==> run_1/gates.png <==
Scale: 4 px per um.
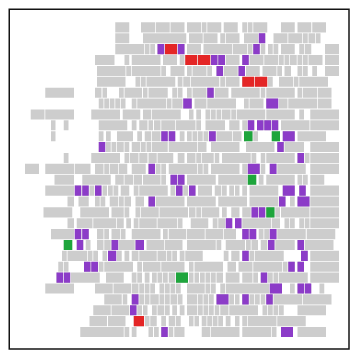
==> run_1/sizing.png <==
Scale: 4 px per um.
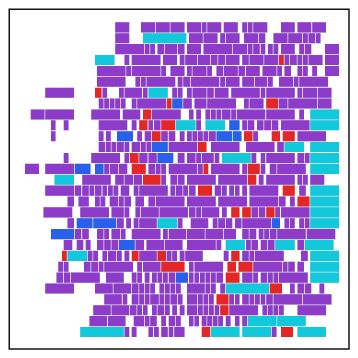
==> run_1/class_map.png <==
Scale: 4 px per um. Fill, decap, tap and diode cells in gray.
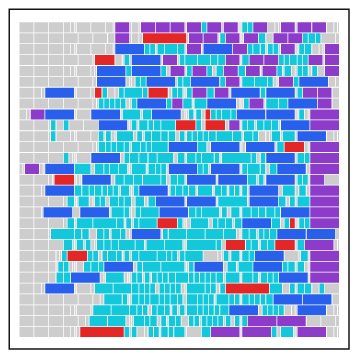
==> src/rtl/mbt_pixel_reader_if.sv <==
// Frame-buffer port-B read bus between the pixel reader (master) and the
// dual-port frame buffer (slave); read data returns two cycles after the request.
interface mbt_pixel_reader_if;
    logic [16:0] addrb;
    logic        enb;
    logic [31:0] doutb;

    modport master (output addrb, output enb, input doutb);
    modport slave  (input addrb, input enb, output doutb);
endinterface

==> src/rtl/mbt_pixel_reader.sv <==
// Pixel reader: walks VGA raster timing, fetches packed iteration counts from
// frame-buffer port B and maps them to 12-bit colour three cycles behind the counter.
module mbt_pixel_reader #(
    parameter int H_ACTIVE = 640,
    parameter int H_FP     = 16,
    parameter int H_SYNC   = 96,
    parameter int H_BP     = 48,
    parameter int V_ACTIVE = 480,
    parameter int V_FP     = 10,
    parameter int V_SYNC   = 2,
    parameter int V_BP     = 33,
    parameter int MAX_ITER = 127
) (
    input  logic                clk,
    input  logic                rst,
    input  logic                engine_ready,
    mbt_pixel_reader_if.master  fb,
    output logic                hsync,
    output logic                vsync,
    output logic [11:0]         rgb,
    output logic                frame_start
);

    localparam int H_TOTAL  = H_ACTIVE + H_FP + H_SYNC + H_BP;
    localparam int V_TOTAL  = V_ACTIVE + V_FP + V_SYNC + V_BP;
    localparam int HW       = $clog2(H_TOTAL);
    localparam int VW       = $clog2(V_TOTAL);
    localparam int HS_START = H_ACTIVE + H_FP;
    localparam int HS_END   = HS_START + H_SYNC;
    localparam int VS_START = V_ACTIVE + V_FP;
    localparam int VS_END   = VS_START + V_SYNC;

    // Per-pixel attributes carried alongside the 2-cycle frame-buffer read.
    typedef struct packed {
        logic       show;
        logic [1:0] lane;
        logic       hs_n;
        logic       vs_n;
        logic       fs;
    } tap_t;

    localparam tap_t TAP_RESET = '{show: 1'b0, lane: 2'b00, hs_n: 1'b1, vs_n: 1'b1, fs: 1'b0};

    logic [HW-1:0] h;
    logic [VW-1:0] v;
    logic          h_last;
    logic          v_last;
    logic          active_c;
    logic          frame_top;
    logic          display_en;
    logic [16:0]   addr_calc;
    logic [16:0]   addr_hold;
    tap_t          stage_c;
    tap_t          s1;
    tap_t          s2;
    logic [6:0]    count;
    logic [11:0]   rgb_c;

    assign h_last    = (h == HW'(H_TOTAL - 1));
    assign v_last    = (v == VW'(V_TOTAL - 1));
    assign active_c  = (int'(h) < H_ACTIVE) && (int'(v) < V_ACTIVE);
    assign frame_top = (h == '0) && (v == '0);
    assign addr_calc = 17'(v) * 17'(H_ACTIVE / 4) + 17'(h >> 2);

    always_ff @(posedge clk) begin
        if (!rst) begin
            h <= '0;
            v <= '0;
        end else if (h_last) begin
            h <= '0;
            v <= v_last ? '0 : v + 1'b1;
        end else begin
            h <= h + 1'b1;
        end
    end

    // NOTE: enb is gated by rst so no read is issued while reset is held;
    // the counter sits at (0,0), which would otherwise look like an active pixel.
    assign fb.enb   = active_c && rst;
    assign fb.addrb = fb.enb ? addr_calc : addr_hold;

    always_ff @(posedge clk) begin
        if (!rst) begin
            addr_hold  <= '0;
            display_en <= 1'b0;
        end else begin
            if (active_c)
                addr_hold <= addr_calc;
            if (engine_ready && frame_top)
                display_en <= 1'b1;
        end
    end

    // NOTE: every field gets a default first so this block can never infer a latch.
    always_comb begin
        stage_c      = TAP_RESET;
        stage_c.show = active_c && (display_en || (engine_ready && frame_top));
        stage_c.lane = h[1:0];
        stage_c.hs_n = !((int'(h) >= HS_START) && (int'(h) < HS_END));
        stage_c.vs_n = !((int'(v) >= VS_START) && (int'(v) < VS_END));
        stage_c.fs   = frame_top;
    end

    always_ff @(posedge clk) begin
        if (!rst) begin
            s1 <= TAP_RESET;
            s2 <= TAP_RESET;
        end else begin
            s1 <= stage_c;
            s2 <= s1;
        end
    end

    // Bit 7 of each byte lane is spare and never reaches the palette.
    assign count = fb.doutb[{s2.lane, 3'b000} +: 7];

    always_comb begin
        rgb_c = '0;
        if (s2.show && (int'(count) < MAX_ITER))
            rgb_c = {count[6:3], count[4:1], count[2:0], 1'b1};
    end

    always_ff @(posedge clk) begin
        if (!rst) begin
            rgb         <= '0;
            hsync       <= 1'b1;
            vsync       <= 1'b1;
            frame_start <= 1'b0;
        end else begin
            rgb         <= rgb_c;
            hsync       <= s2.hs_n;
            vsync       <= s2.vs_n;
            frame_start <= s2.fs;
        end
    end

endmodule

==> src/flat_wrapper.sv <==
// flat-port wrapper written by rule: the top's interface ports become plain ports
module mbt_pixel_reader_flat 
#(
    parameter int H_ACTIVE = 640,
    parameter int H_FP     = 16,
    parameter int H_SYNC   = 96,
    parameter int H_BP     = 48,
    parameter int V_ACTIVE = 480,
    parameter int V_FP     = 10,
    parameter int V_SYNC   = 2,
    parameter int V_BP     = 33,
    parameter int MAX_ITER = 127
)
  (clk, rst, engine_ready, hsync, vsync, rgb, frame_start, fb_addrb, fb_enb, fb_doutb);
  mbt_pixel_reader_if fb_i ();
  input  logic clk;
  input  logic rst;
  input  logic engine_ready;
  output logic hsync;
  output logic vsync;
  output logic [11:0] rgb;
  output logic frame_start;
  output wire logic [$bits(fb_i.addrb)-1:0] fb_addrb;
  output wire logic [$bits(fb_i.enb)-1:0] fb_enb;
  input wire logic [$bits(fb_i.doutb)-1:0] fb_doutb;
  assign fb_addrb = fb_i.addrb;
  assign fb_enb = fb_i.enb;
  assign fb_i.doutb = fb_doutb;
  mbt_pixel_reader #(.H_ACTIVE(H_ACTIVE), .H_FP(H_FP), .H_SYNC(H_SYNC), .H_BP(H_BP), .V_ACTIVE(V_ACTIVE), .V_FP(V_FP), .V_SYNC(V_SYNC), .V_BP(V_BP), .MAX_ITER(MAX_ITER)) u_core (.clk(clk), .rst(rst), .engine_ready(engine_ready), .fb(fb_i), .hsync(hsync), .vsync(vsync), .rgb(rgb), .frame_start(frame_start));
endmodule
==> config.mk <==
export PLATFORM = sky130hd
export DESIGN_NAME = mbt_pixel_reader_flat
export DESIGN_NICKNAME = d
export VERILOG_FILES = /design/src/rtl/mbt_pixel_reader_if.sv /design/src/rtl/mbt_pixel_reader.sv /design/src/flat_wrapper.sv
export SDC_FILE = /design/constraint.sdc
export NUM_CORES = 1
export LEC_CHECK = 0
export ABC_AREA = 1
export CORE_MARGIN = 2
export CORE_UTILIZATION = 55
export DETAILED_ROUTE_END_ITERATION = 10
export HOLD_SLACK_MARGIN = 0.1
export PLACE_DENSITY = 0.95
export SKIP_LAST_GASP = 1
export SLEW_MARGIN = 10
export SYNTH_ARGS = -nofsm -noshare
export SYNTH_HDL_FRONTEND = slang
export SYNTH_SLANG_ARGS = --single-unit
==> constraint.sdc <==
create_clock -name clk -period 3.93 [get_ports clk]
set_input_delay 0.786 -clock clk [delete_from_list [all_inputs] [get_ports clk]]
set_output_delay 0.786 -clock clk [all_outputs]
set_load 0.1 [all_outputs]
==> changes_impl.md, run 1 <==
## Implementation

* Status: completed
* Yosys Chip Area at 0.003572 mm^2
* CTS tree: done
* Via density at 5.636
* Top-area cell share at 0.3419
* Hold WS at ~0.41 ns
* Inverters at 66
* CTS resizes at 0
* Inserted Diodes at 0
* IO Count at 68
* ClkCell Share at 0.05181
* Layout cell share with drive strength beyond 1 at 0.1514
* Switching share of power at 0.2260
* Synth Flop Type: dfxtp_1
* Clk Latency, worst-skew pair at roughly 0.34 ns
* Layout clock buffers at 12
* Largest power group: clock
* Multi-input combinational area share at 0.4307
* Grt ovf at 0
* Tap cells at approximately 77
* Post-synth top cells: nand2_1, dfxtp_1, inv_1, nor2_1, o21ai_0
* Routed WL per cell at 14.37 um
* Initial Util at 0.5658
* Clock share of power at 0.468
* Hold WC Path Type: flop to flop
* Max FFs per register at 17
* Met2 Track Usage GR at 0.4252
* I/O Buffers at approximately 63
* Mapped Cells at 488
* Most flops, register: u_core.addr_hold
* Crit. Startpoint: u_core.v[3]
* Worst hold path endpoint: u_core.s2[1]
* Post-Syn Area per Cell at around 7.3 um^2
* Root Driver: clkbuf_8
* Startpoint Class: flop
* Die area at 0.007155 mm^2
* # DRC at 0
* Max frequency at roughly 260 MHz
* Critical path cell sequence: ha_1, ha_1, fa_1, nand2_1, inv_1, nand2_1, nor2_2, nand3_2, o21ai_0, nand3_1, nand2_1, buf_12
* Clk sinks at 61
* Cell Area, Placed at 0.004389 mm^2
* Xor+xnor area frac at 0.01226
* Post-route clock skew at 0.01292 ns
* Slowest cell on crit path: fa_1
* Mapped Nets at between 500 and 600
* Yosys simple share at 0.3282
* Tightest Pin Transition at approximately 1 ns
* Count of library flops with an enable pin at 0
* Post-DP HPWL at roughly 6.4 mm
* Setup WS pre-CTS at approximately 0.57 ns
* FF/Latch Area at between 0.001 and 0.0015 mm^2
* Met2 WL at roughly 4.4 mm
* Final hold vios at 0
* Setup ws final at about 0.11 ns
* Hold-fix buffers, CTS at 0
* FP Rows at 29
* Die x size at roughly 85 um
* Final WL at 9.081 mm
* Hold_sp: u_core.s1[1]
* Most frequent logic cell in the layout: nand2_1
* Critical path class: flop to output port
* CP Max Fanout at 6
* Reg2reg end: u_core.addr_hold[14]
* Crit. End Element: output port
* Iteration count of the initial detailed-routing pass at 8
* Htree depth at 3
* Logic pwr share at 0.093
* Clock Path Buffers at 2
* Initial drt markers at about 280
* Signal buffers at 65
* Max Cap Violations at 0
* CP delay by family, top: adder cells
* Dominant logic cell types in the final layout: nand2_1, dfxtp_1, inv_1
* Area grow syn2layout at 29.81%
* Vias at 3,562
* Flops at around 60
* Antenna violations before repair at 0
* WL met3 at 658 um
* Worst path required time at 3.14 ns
* AO/OA Area Share at 0.1247
* NonClk Buf Share at 0.1781
* Period utilisation layout at 0.9710
* Clock Power at 0.680 mW
* R2R Setup Slk at 1.39 ns
* GP Congestion at 0.9179
* Met1 Resource Use GR at 0.3020
* Most Frequent Cell on Critical Path: nand2_1
* Die Y at 84.59 um
* First-pass GRT wire length at 14.68 mm
* ANT nets after route at 0
* Distinct lib cells used at 40
* DP Cell Count at 616
* Highest metal used: met4
* Crit path DAT at between 3 and 4 ns
* Vias in the first global route at 3,373
* Largest net degree at the start of global routing at 25
* Maximum vdd ir drop at about 0.24 mV
* Comb. pwr at roughly 0.13 mW
* Sw Pwr at 0.3282 mW
* Cell Count, Final, Fillers Out at 632
* Cells in synth_stat.txt at 488
* Flop pwr share at 0.439
-- gates.png (at the start) --
legend:
  green:
    family: and/or cells
    cells: 6
  purple:
    family: aoi and oai cells
    cells: 72
    where: widely spread
  red:
    family: non-inverting ao/oa cells
    cells: 6
    where: top middle

-- sizing.png (at the start) --
legend:
  cyan:
    size: x6 and larger
    cells: 32
  purple:
    size: x1 and smaller
    cells: 471
  red:
    size: x2
    cells: 37
  blue:
    size: x3 and x4
    cells: 15

-- class_map.png (at the start) --
legend:
  purple:
    class: remaining buffers and delay cells
    cells: 65
  blue:
    class: sequential cells
    cells: 61
  red:
    class: clock drivers and dummy loads
    cells: 16
  cyan:
    class: remaining logic cells
    cells: 413

==> run_1/congestion_map.png <==
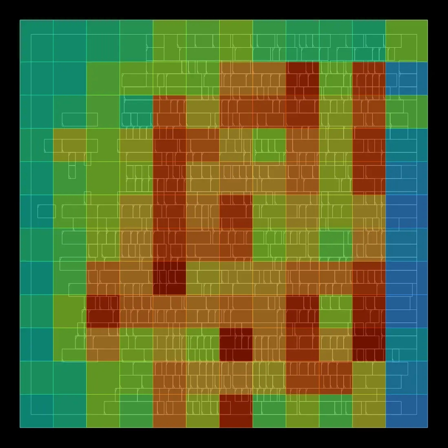

==> run 2, diff against run 1 <==
--- a/config.mk
+++ b/config.mk
@@ -7,10 +7,10 @@
 export LEC_CHECK = 0
 export ABC_AREA = 1
 export CORE_MARGIN = 2
-export CORE_UTILIZATION = 55
+export CORE_UTILIZATION = 36
 export DETAILED_ROUTE_END_ITERATION = 10
 export HOLD_SLACK_MARGIN = 0.1
-export PLACE_DENSITY = 0.95
+export PLACE_DENSITY = 0.7
 export SKIP_LAST_GASP = 1
 export SLEW_MARGIN = 10
 export SYNTH_ARGS = -nofsm -noshare
==> run_2/congestion_map.png <==
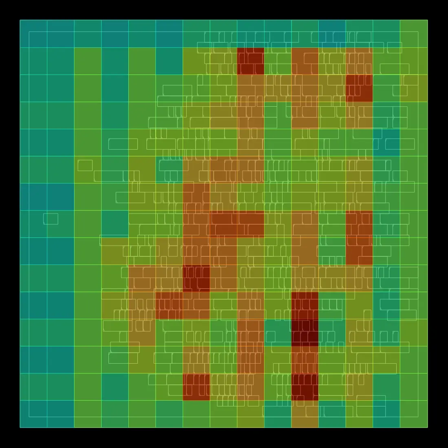
Core Util, Final: 0.4836
GRT Resource Usage Total: 0.1527
met3 Resource Use GR: 0.04216
GRT Max-Usage Layer: met2

==> run_2/class_map.png <==
Scale: 4 px per um. Fill, decap, tap and diode cells in gray.
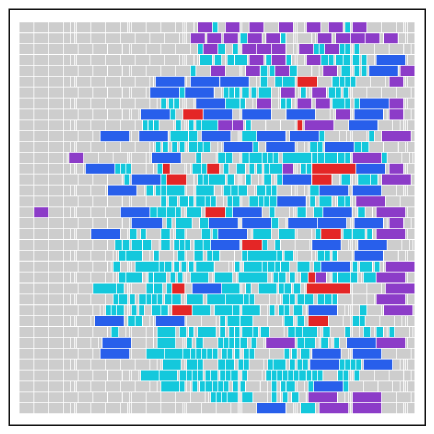
legend:
  red:
    class: clock drivers and dummy loads
    cells: 16
  cyan:
    class: remaining logic cells
    cells: 413
  blue:
    class: sequential cells
    cells: 61
  purple:
    class: remaining buffers and delay cells
    cells: 66

==> run_2/sizing.png <==
Scale: 4 px per um.
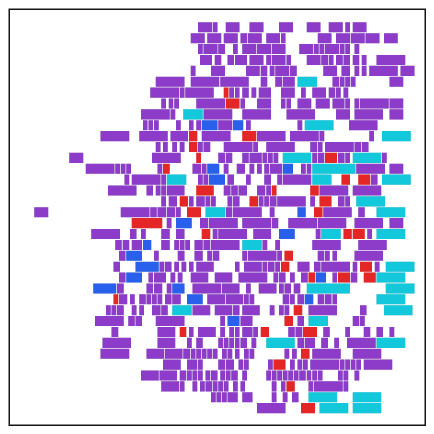
legend:
  red:
    size: x2
    cells: 38
  blue:
    size: x3 and x4
    cells: 18
  cyan:
    size: x6 and larger
    cells: 30
  purple:
    size: x1 and smaller
    cells: 470

==> run 2 against run 1 <==
  * Clock skew is 0.0057 ns lower
  * Synthesized cell count unchanged
  * Fmax grew 1.9%
  * Design area is 1.0% higher
  * Global-route usage fell by 10 points
  * Flip-flop count unchanged
  * Worst setup slack improved by 0.071 ns
  * Register-to-register slack improved by 0.10 ns
  * Wire length fell by 12%
  * First-iteration DRC count decreased by 28%
  * Total power fell by 5.0%
  * Critical endpoint is now fb_addrb[16]
  * Largest cell class unchanged
==> changes_impl.md, run 2 <==
## Implementation

* Initial Util at 0.3689 (-0.1969)
* Signal buffers at 66 (+1.5%)
* CTS tree: done
* Top-area cell share at 0.3419 (unchanged)
* Grt ovf at 0 (unchanged)
* Clock Path Buffers at 2 (unchanged)
* Post-synth top cells: nand2_1, dfxtp_1, inv_1, nor2_1, o21ai_0
* NonClk Buf Share at 0.1779 (about the same)
* Layout cell share with drive strength beyond 1 at 0.1547 (+0.003325)
* Inserted Diodes at 0 (unchanged)
* Antenna violations before repair at 0 (unchanged)
* Post-Syn Area per Cell at 7.320 um^2 (unchanged)
* Tightest Pin Transition at 0.9868 ns (-0.009121 ns)
* Iteration count of the initial detailed-routing pass at 6 (-2)
* Die area at 0.01074 mm^2 (+50%)
* Root Driver: clkbuf_8
* Setup ws final at 0.1852 ns (+0.07104 ns)
* Cell Area, Placed at 0.004467 mm^2 (+1.8%)
* Hold-fix buffers, CTS at 0 (unchanged)
* Die Y at 103.6 um (+22%)
* Setup WS pre-CTS at 0.5829 ns (+0.008073 ns)
* Tap cells at 133 (+73%)
* Layout clock buffers at 10 (-2)
* Comb. pwr at 0.134 mW (about the same)
* DP Cell Count at 673 (+9.3%)
* Crit. Startpoint: u_core.v[1]
* WL met3 at 390 um (-41%)
* Met2 Track Usage GR at 0.2431 (-0.1821)
* Htree depth at 3 (unchanged)
* Highest metal used: met4
* Largest net degree at the start of global routing at 16 (-36%)
* Dominant logic cell types in the final layout: nand2_1, dfxtp_1, inv_1
* First-pass GRT wire length at 13.55 mm (-7.7%)
* Worst path required time at 3.14 ns (about the same)
* Mapped Nets at 548 (unchanged)
* CP Max Fanout at 6 (unchanged)
* Inverters at 66 (unchanged)
* Crit. End Element: output port
* Xor+xnor area frac at 0.01226 (unchanged)
* Logic pwr share at 0.097 (+0.004)
* R2R Setup Slk at 1.49 ns (+0.10 ns)
* ClkCell Share at 0.04595 (-0.005855)
* Yosys Chip Area at 0.003572 mm^2 (unchanged)
* FF/Latch Area at 0.001222 mm^2 (+0.10%)
* Hold_sp: u_core.s1[1]
* Largest power group: sequential cells
* IO Count at 68 (unchanged)
* Critical path cell sequence: ha_1, ha_1, fa_1, nand2_1, inv_1, nand2_1, nor2_2, nand3_2, nor2_2, nand2_1, nand2_1, nand3_2, nand2_1, buf_12
* Final hold vios at 0 (unchanged)
* Met2 WL at 3.706 mm (-16%)
* Met1 Resource Use GR at 0.1950 (-0.1070)
* Post-route clock skew at 0.007226 ns (-0.005690 ns)
* Area grow syn2layout at 31.10%
* Worst hold path endpoint: u_core.s2[1]
* Mapped Cells at 488 (unchanged)
* Critical path class: flop to output port
* Cell Count, Final, Fillers Out at 689 (+9.0%)
* ANT nets after route at 0 (unchanged)
* Flop pwr share at 0.462 (+0.023)
* Vias in the first global route at 2,999 (-11%)
* Status: completed
* Cells in synth_stat.txt at 488 (unchanged)
* Crit path DAT at 2.96 ns (-0.07 ns)
* AO/OA Area Share at 0.1247 (unchanged)
* Clk sinks at 61 (unchanged)
==> run_2/m3.png <==
Scale: 4 px per um.
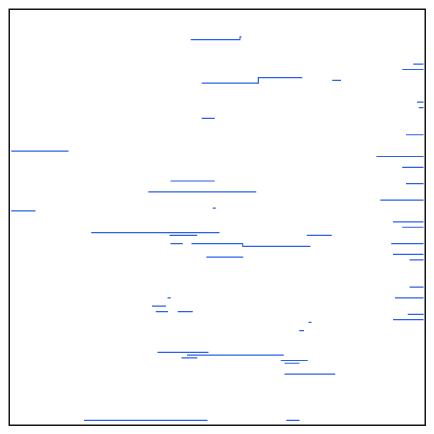

==> run 3, diff against run 2 <==
--- a/config.mk
+++ b/config.mk
@@ -11,6 +11,7 @@
 export DETAILED_ROUTE_END_ITERATION = 10
 export HOLD_SLACK_MARGIN = 0.1
 export PLACE_DENSITY = 0.7
+export SETUP_SLACK_MARGIN = 0.2
 export SKIP_LAST_GASP = 1
 export SLEW_MARGIN = 10
 export SYNTH_ARGS = -nofsm -noshare
==> run_3/m3.png <==
Scale: 4 px per um.
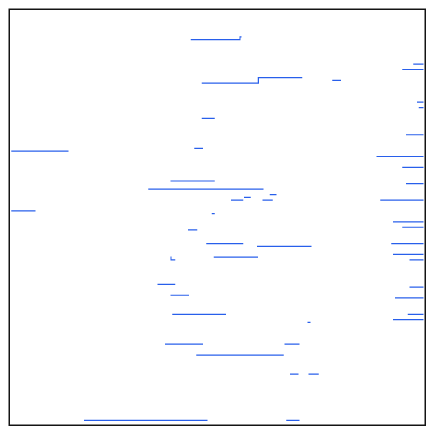
main direction: horizontal
share of all routed wire: 4.2%
longest straight run: 30.6 um
nets with wire on the layer: 37

==> run_3/congestion_map.png <==
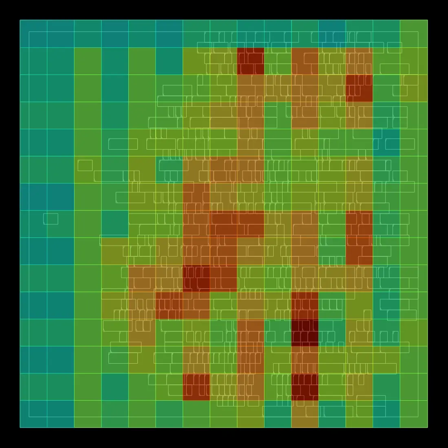
Routed WL per cell: 11.77 um
Core Util, Final: 0.4898

==> run_3/gates.png <==
Scale: 4 px per um.
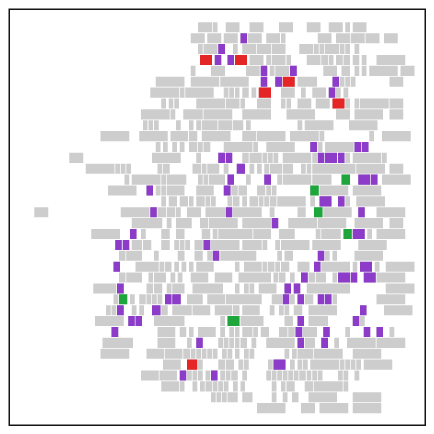
legend:
  purple:
    family: aoi and oai cells
    cells: 72
  red:
    family: non-inverting ao/oa cells
    cells: 6
    where: top middle
  green:
    family: and/or cells
    cells: 6

==> run 3 against run 2 <==
  * Wire length grew 1.1%
  * Sequential power is essentially flat
  * Register-to-register slack gained 0.14 ns
  * Largest power group unchanged
  * Final cell count grew 0.15%
  * Non-clock buffer count grew 1
  * Clock-buffer cell count is the same
  * Die area is the same
  * Area after synthesis is the same
  * Combinational power is essentially flat
==> changes_impl.md, run 3 <==
## Implementation

* Worst hold path endpoint: u_core.s2[1]
* # DRC at 0
* FF/Latch Area at 0.001230 mm^2 (+0.61%)
* Cell Count, Final, Fillers Out at 690 (+0.15%)
* Pwr Density at 291.0 mW/mm^2
* Worst path required time at 3.14 ns (about the same)
* Layout clock buffers at 10 (unchanged)
* Met2 WL at 3.770 mm (+1.7%)
* Max FFs per register at 17
* Setup ws final at 0.3535 ns (+0.1684 ns)
* Multi-input combinational area share at 0.4289
* Post-layout minimum cycle time at ~3.6 ns
* AO/OA Area Share at 0.1247 (unchanged)
* GP Congestion at 0.8613
* First-pass GRT wire length at 13.55 mm (unchanged)
* WP buf/inv at 2
* Async SR Flop Fraction at 0
* Inverters at 66 (unchanged)
* IO Count at 68 (unchanged)
* Post-synth top cells: nand2_1, dfxtp_1, inv_1, nor2_1, o21ai_0
* Worst R2R Path Depth at 12
* Most flops, register: u_core.addr_hold
* Iteration count of the initial detailed-routing pass at 4 (-2)
* Most numerous cell in the Yosys netlist: nand2_1
* Die Y at 103.6 um (unchanged)
* Int Pwr at roughly 1.0 mW
* Cell Area, Placed at 0.004467 mm^2 (unchanged)
* Area grow syn2layout at 32.78%
* CP delay by family, top: adder cells
* Die area at 0.01074 mm^2 (unchanged)
* Crit. End Element: output port
* CTS tree: done
* Largest power group: sequential cells
* Worst Hold Depth at 1
* Registers, synthesis at 61
* Synth Cell Area at 0.003572 mm^2
* Hold_sp: u_core.s1[1]
* FP Rows at 36
* Yosys Chip Area at 0.003572 mm^2 (unchanged)
* Distinct lib cells used at 40
* CP Max Fanout at 6 (unchanged)
* Cells in synth_stat.txt at 488 (unchanged)
* Post-route clock skew at 0.007236 ns (+0.00001066 ns)
* CP Depth at 14
* Antenna violations before repair at 0 (unchanged)
* Top-area cell share at 0.3419 (unchanged)
* Total power at 1.380 mW
* Vias in the first global route at 2,999 (unchanged)
* Mapped Cells at 488 (unchanged)
* Final WL at 8.120 mm
* ANT nets after route at 0 (unchanged)
* Largest net degree at the start of global routing at 16 (unchanged)
* Mapped Nets at 548 (unchanged)
* Crit. Startpoint: u_core.v[3]
* Status: completed
* Grt ovf at 0 (unchanged)
* Synth area leader: dfxtp_1
* Post-Syn Area per Cell at 7.320 um^2 (unchanged)
* Setup TNS at 0 ns
* Adders+Majority by Area at 0.09177
* Root Driver: clkbuf_8
* Logic pwr share at 0.097 (about the same)
* GRT Max-Usage Layer: met2
* Synth Flop Type: dfxtp_1
* Flops at 61
* Die x size at 103.6 um
* Setup bufs post-CTS at 0
* R2R Setup Slk at 1.63 ns (+0.14 ns)
* Ys Warns at 0
* Flop+latch power at 0.637 mW
* Tightest Pin Transition at 0.9868 ns (unchanged)
* WL met3 at 339 um (-13%)
* Hold-fix buffers, CTS at 0 (unchanged)
* Dominant logic cell types in the final layout: nand2_1, inv_1, dfxtp_1
* Dominant kind of combinational cell: simple AND/OR/NAND/NOR gates
* Net count, final at 612
* Flop pwr share at 0.461 (about the same)
* Slew HR at 0.3401
* Comb. pwr at 0.133 mW (about the same)
* Highest metal used: met4
* DP Cell Count at 673 (unchanged)
* Clock Path Buffers at 2 (unchanged)
* Count of library flops with an enable pin at 0
* Inserted Diodes at 0 (unchanged)
* CTS buffer count at 9
* Max Cap Violations at 0
* Xor+xnor area frac at 0.01226 (unchanged)
* CTS resizes at 0
* Worst-path clk slew at ~0.07 ns
* Maximum vdd ir drop at between 0.1 and 0.15 mV
* Leak at 2.112 nW
* Largest registers: u_core.addr_hold: 17 flops, u_core.h: 10 flops, u_core.v: 10 flops
* Critical path class: flop to output port
* Met2 Track Usage GR at 0.2431 (unchanged)
* Layout cell share with drive strength beyond 1 at 0.1741 (+0.01947)
* Clk sinks at 61 (unchanged)
* GRT Resource Usage Total at 0.1527 (unchanged)
* Switching share of power at 0.2447
* Tap cells at 133 (unchanged)
* Most Frequent Cell on Critical Path: nand2_1
* ClkCell Share at 0.04537 (-0.0005819)
* Setup WS pre-CTS at 0.5829 ns (unchanged)
* Reg-to-Reg Start: u_core.v[3]
* Htree depth at 3 (unchanged)
* Crit path DAT at 2.79 ns (-0.17 ns)
* NonClk Buf Share at 0.1773 (-0.0006703)
* Hold WS at 0.4134 ns
* Met3 Resource Use GR at 0.04216 (unchanged)
* Startpoint Class: flop
* Final hold vios at 0 (unchanged)
* Yosys simple share at 0.3282
* Met1 Resource Use GR at 0.1950 (unchanged)
* Signal buffers at 67 (+1.5%)
* Fill count at 897
* Initial Util at 0.3689 (unchanged)
* Critical path cell sequence: ha_4, ha_4, fa_2, nand2_2, inv_1, nand2_1, nor2_2, nand3_2, nor2_4, nand2_1, nand2_1, nand3_2, nand2_2, buf_12
* Max frequency at 279.6 MHz
No activity file was given, so power comes from the tool's default toggle rates.
